## src/rtl/sigma_decim.sv

```systemverilog
// Third-order CIC (sinc^3) decimator for a 1-bit sigma-delta stream.
// Output is unsigned, saturated and left-justified in a 32-bit word.
module sigma_decim #(
    parameter int unsigned LOG2R = 6
) (
    input  logic        clk,
    input  logic        rst,
    input  logic        bit_in,
    input  logic        bit_en,
    output logic [31:0] pcm,
    output logic        out_valid,
    output logic        out_settled
);

    localparam int unsigned W  = 3 * LOG2R + 1;
    localparam int unsigned CW = 3 * LOG2R;

    logic [W-1:0]     int1_q, int2_q, int3_q;
    logic [W-1:0]     int1_d, int2_d, int3_d;
    logic [W-1:0]     snap_q;
    logic [W-1:0]     dly1_q, dly2_q, dly3_q;
    logic [W-1:0]     comb1_d, comb2_d, comb3_d;
    logic [CW-1:0]    sat_d;
    logic [31:0]      pcm_q, pcm_d;
    logic [LOG2R-1:0] cnt_q;
    logic             dec_q;
    logic             valid_q;
    logic [1:0]       settle_q;

    // Integrators chain combinationally so the snapshot includes the bit consumed on the same edge.
    always_comb begin
        int1_d  = int1_q + W'(bit_in);
        int2_d  = int2_q + int1_d;
        int3_d  = int3_q + int2_d;
        comb1_d = snap_q - dly1_q;
        comb2_d = comb1_d - dly2_q;
        comb3_d = comb2_d - dly3_q;
        sat_d   = comb3_d[W-1] ? '1 : comb3_d[CW-1:0];
        pcm_d   = {sat_d, {(32 - CW){1'b0}}};
    end

    always_ff @(posedge clk or negedge rst) begin
        if (!rst) begin
            int1_q   <= '0;
            int2_q   <= '0;
            int3_q   <= '0;
            snap_q   <= '0;
            cnt_q    <= '0;
            dec_q    <= 1'b0;
        end else begin
            dec_q <= bit_en && (cnt_q == '1);
            if (bit_en) begin
                int1_q <= int1_d;
                int2_q <= int2_d;
                int3_q <= int3_d;
                cnt_q  <= cnt_q + LOG2R'(1);
                if (cnt_q == '1) begin
                    snap_q <= int3_d;
                end
            end
        end
    end

    // Comb stage runs one edge after the snapshot, isolated from further integrator updates.
    always_ff @(posedge clk or negedge rst) begin
        if (!rst) begin
            dly1_q   <= '0;
            dly2_q   <= '0;
            dly3_q   <= '0;
            pcm_q    <= '0;
            valid_q  <= 1'b0;
            settle_q <= '0;
        end else begin
            valid_q <= dec_q;
            if (dec_q) begin
                dly1_q <= snap_q;
                dly2_q <= comb1_d;
                dly3_q <= comb2_d;
                pcm_q  <= pcm_d;
                if (settle_q != 2'd3) begin
                    settle_q <= settle_q + 2'd1;
                end
            end
        end
    end

    assign pcm         = pcm_q;
    assign out_valid   = valid_q;
    assign out_settled = (settle_q == 2'd3);

endmodule

```

## config.mk

```make
export PLATFORM = sky130hd
export DESIGN_NAME = sigma_decim
export DESIGN_NICKNAME = d
export VERILOG_FILES = /design/src/rtl/sigma_decim.sv
export SDC_FILE = /design/constraint.sdc
export NUM_CORES = 1
export LEC_CHECK = 0
export CORE_MARGIN = 2
export CORE_UTILIZATION = 45
export DETAILED_ROUTE_END_ITERATION = 8
export GPL_TIMING_DRIVEN = 1
export HOLD_SLACK_MARGIN = 0.02
export PLACE_DENSITY = 0.58
export SYNTH_ARGS = -nofsm -noshare
export SYNTH_HDL_FRONTEND = slang
export SYNTH_SLANG_ARGS = --single-unit
```

## constraint.sdc

```tcl
create_clock -name clk -period 7.6 [get_ports clk]
set_clock_uncertainty 0.05 [all_clocks]
set_input_delay 1.9 -clock clk [delete_from_list [all_inputs] [get_ports clk]]
set_output_delay 1.9 -clock clk [all_outputs]
set_load 0.05 [all_outputs]
```

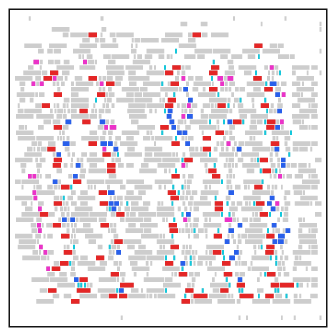
*Gate families picked out*
Drawn at 2 px/µm.
| family | color | cells |
|---|---|---|
| AND-OR and OR-AND gates | blue | 55 |
| adder and majority cells | red | 99 |
| inverters | cyan | 88 |
| AND and OR gates | magenta | 34 |
top logic cell by instance count in the layout: sky130_fd_sc_hd__dfrtp_1
non-filler cells in the finished layout: 1459

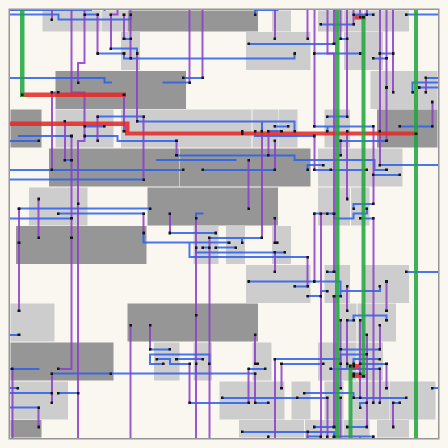
*Zoomed window*
Window x 64 to 94, y 64 to 94 µm. Cells in gray, sequential cells in the stronger gray; small squares are vias.
| layer | color |
|---|---|
| met2 | purple |
| met4 | green |
| met3 | red |
| met1 | blue |
sequential cells in the window: 8
netlist names of flops here include: `dly1_q` (5), `snap_q` (3)
most frequent: dfrtp_1 (8), inv_1 (6), nand2_1 (6)
cells with their middle in the window: 49

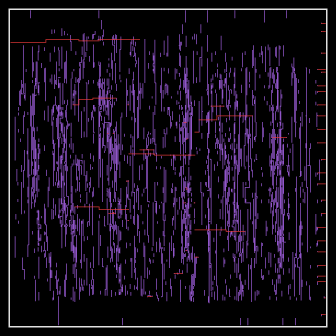
*Wiring by layer*
Drawn at 2 px/µm. Two of the layers only.
| layer | color | wire length |
|---|---|---|
| met2 | purple | 8720 µm |
| met3 | red | 324 µm |
count of vias placed by the detailed router: 7355
final wirelength: 18300 µm

==> COMMIT_EDITMSG <==
Refresh implementation metrics

* Path type of the worst setup path: in -> reg
* Proportion of cell area spent on the clock network: 5.07%
* Number of synthesized register bits: 161
* DRC: 0
- At the end of the flow, the number of nets in the layout was 1230.
- In the final layout, the fill cell count is 2250.
- Counting buffers and inverters, the worst setup path is 24 cells deep.
* Most instantiated logic cells after routing: sky130_fd_sc_hd__dfrtp_1 (160), sky130_fd_sc_hd__ha_1 (94), sky130_fd_sc_hd__inv_1 (88)
- For the worst-skew pair, the clock arrives at the later sink with an insertion delay of 0.42 ns.
* Sort of element at the end of the critical path: flip-flop
* Top FF cell, synth: sky130_fd_sc_hd__dfrtp_1
- Post-layout worst setup margin: 0.985 ns
- Worst min-delay path startpoint: cnt_q[5]$_DFFE_PN0P_
* Comb area: 0.00613 mm²
* Endpoint with the worst hold slack: cnt_q[5]$_DFFE_PN0P_
* Area share of the largest cell type after synthesis: 37.8%
* DIE WIDTH: 158 µm
- During synthesis, Yosys emitted a total of 0 warnings.
- Clock-pin transition on the worst setup and hold timing paths: 0.07 ns
* Highest Clock Rate: 151 MHz
- Setup repair after global routing left no endpoint under its margin.
- Mux area share: 7.34%
* Worst reg2reg path endpoint: pcm[20]$_DFFE_PN0P_
* Cell area after technology mapping: 0.0107 mm²
* Non-Clock Buffer Area Fraction: 2.25%
- Post-route met1 wirelength: 8860 µm
- Main logic family after synthesis: AND-OR/OR-AND gates
* Top cell by count, worst path: sky130_fd_sc_hd__ha_1
- In this run the layout overhead on the synthesized area is reported as 10.2%.
- CTS tree: built
- For this design, the CTS-stage hold fixing added 0 buffers.
- The global routing report lists met3 layer usage as 2.90%.
- The detailed router finished its first iteration with 256 violations.
- Weighted congestion at the end of routability-driven global placement: 0.866
- Layout clock buffer count: 17
* Global routing usage on met1: 19.9%
- The number of global-route vias before repair is 7215.
- The largest single stage delay on the critical path is 0.40 ns.
- Together, buffers and inverters on the worst path number 1.
- The floorplan step defined a core boundary enclosing 0.0234 mm².
* Biggest cell category by area in the final layout: multi-input combinational cells
- On the final layout, the worst hold slack is 0.425 ns.
- Most popular library cell in the synthesized design by count: sky130_fd_sc_hd__dfrtp_1
* Final Hold Viols: 0
- Wire segments on met3 add up to 324 µm in the final route.
* Total length of routed met2 wires: 8720 µm
* Chain of cells forming the critical path: clkdlybuf4s50_1 -> ha_1 -> ha_1 -> and3_1 -> and3_1 -> xor2_1 -> ha_1 -> o21ai_0 -> a21oi_1 -> o21ai_1 -> o21bai_1 -> a21o_1 -> a21o_1 -> a21oi_1 -> xnor2_1 -> ha_1 -> and3_1 -> a221o_1 -> a31o_2 -> a41oi_1 -> a21oi_1 -> and2_1 -> mux2i_1 -> xnor2_1
- Gate Count Post-Synth: 1111
- Dominant cell type by area after synthesis: sky130_fd_sc_hd__dfrtp_1
- Per STA, the worst path accumulates the most delay in the family AND-OR/OR-AND gates.
- In this run, synthesis inferred 0 flip-flops with an integrated enable.
- The final max-slew violation count recorded for this run is 0.
- Worst endpoint required time: 7.90 ns
* Minimum setup slack after placement: 0.545 ns
- Antenna cell count: 0
- The arrival time of data at the worst endpoint is listed as 6.91 ns.
* Start of the worst register-to-register path: dly1_q[1]$_DFFE_PN0P_
- STA lists the maximum fanout along the critical path as 4.
- Half-perimeter wire length after detailed placement: 13300 µm
- # Cells Yosys: 1111
* Total number of warnings across the stage logs: 28
- Register fraction of the total cell area: 34.3%
- STA classifies the critical path startpoint as a primary input.
* Iteration tally of the first detailed-router pass: 4
* Biggest area cells: sky130_fd_sc_hd__dfrtp_1 (38%), sky130_fd_sc_hd__ha_1 (11%), sky130_fd_sc_hd__mux2_2 (7.0%), sky130_fd_sc_hd__xnor2_1 (6.8%), sky130_fd_sc_hd__a21oi_1 (3.7%)
- The layer flagged by global routing as most heavily used is met2.
- The stat command in Yosys gives a chip area of 0.0107 mm².
* Die area: 0.0249 mm²
- Fraction of area in multi-input gates: 52.2%
* Startpoint of the most critical setup path: bit_in
- Initial antenna violation count: 0
* Average vias per placed instance: 5.04
- Fraction of layout instances using a drive strength above 1: 11.7%
- Counting plain and timing-repair buffers in the layout gives 28.
- Adders+Majority by Area: 12.0%
* Status: finished clean
* Max_slew headroom: 33.9%
- In this run, placement finished with an instance count of 1427.
* Pin slew with the least headroom to its limit: 0.992 ns
- Inverters excl. clock: 88
- Count of endpoints failing setup in the final report: 0
- Post-Synth Simple-Gate Area: 11.4%
* H-tree lvl count: 4
* Max-Cap Viols: 0
- Count of cells resized by post-cts repair: 0
- Sequential cell area: 0.00403 mm²
- Average cell area after synthesis: 9.60 µm²
- Aoi/oai-family share of the synthesized area: 16.2%
* Register-to-Register Setup Slack: 1.62 ns
- Clock sink count: 161
* Met2 usage: 28.0%
* Total clock buffers created by CTS: 17
- The clock period could shrink to 6.61 ns.
- For this floorplan the total number of well-tap instances is 319.
* Setup fix buffers added after clock tree synthesis: 0
- Summing the areas of all xor and xnor instances in the mapped netlist gives 10.0% of the synthesized area.
- Placed Area: 0.0112 mm²
- Sequential area share after synthesis: 37.8%
* Most used standard cells in the synthesized netlist: sky130_fd_sc_hd__dfrtp_1 (161), sky130_fd_sc_hd__ha_1 (94), sky130_fd_sc_hd__inv_1 (88)
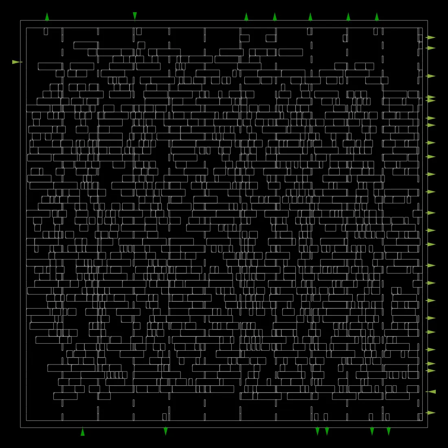
*Cell placement*
Cell Rows: 56
fraction of the core area covered by cells at the end of the flow: 50.2%

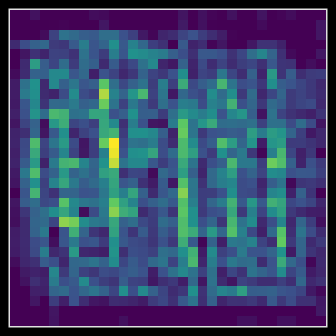
*Routed metal per tile*
Drawn at 2 px/µm. 32 x 32 tiles, from dark purple (low) to yellow (high), scaled to the fullest tile. Values are wire area over tile area, all layers added.
mean over tiles: 0.11
emptiest ninth of the die: top right
nearly empty tiles: 14%
GRT Overall Usage: 16.0%
WL per Instance: 12.5 µm

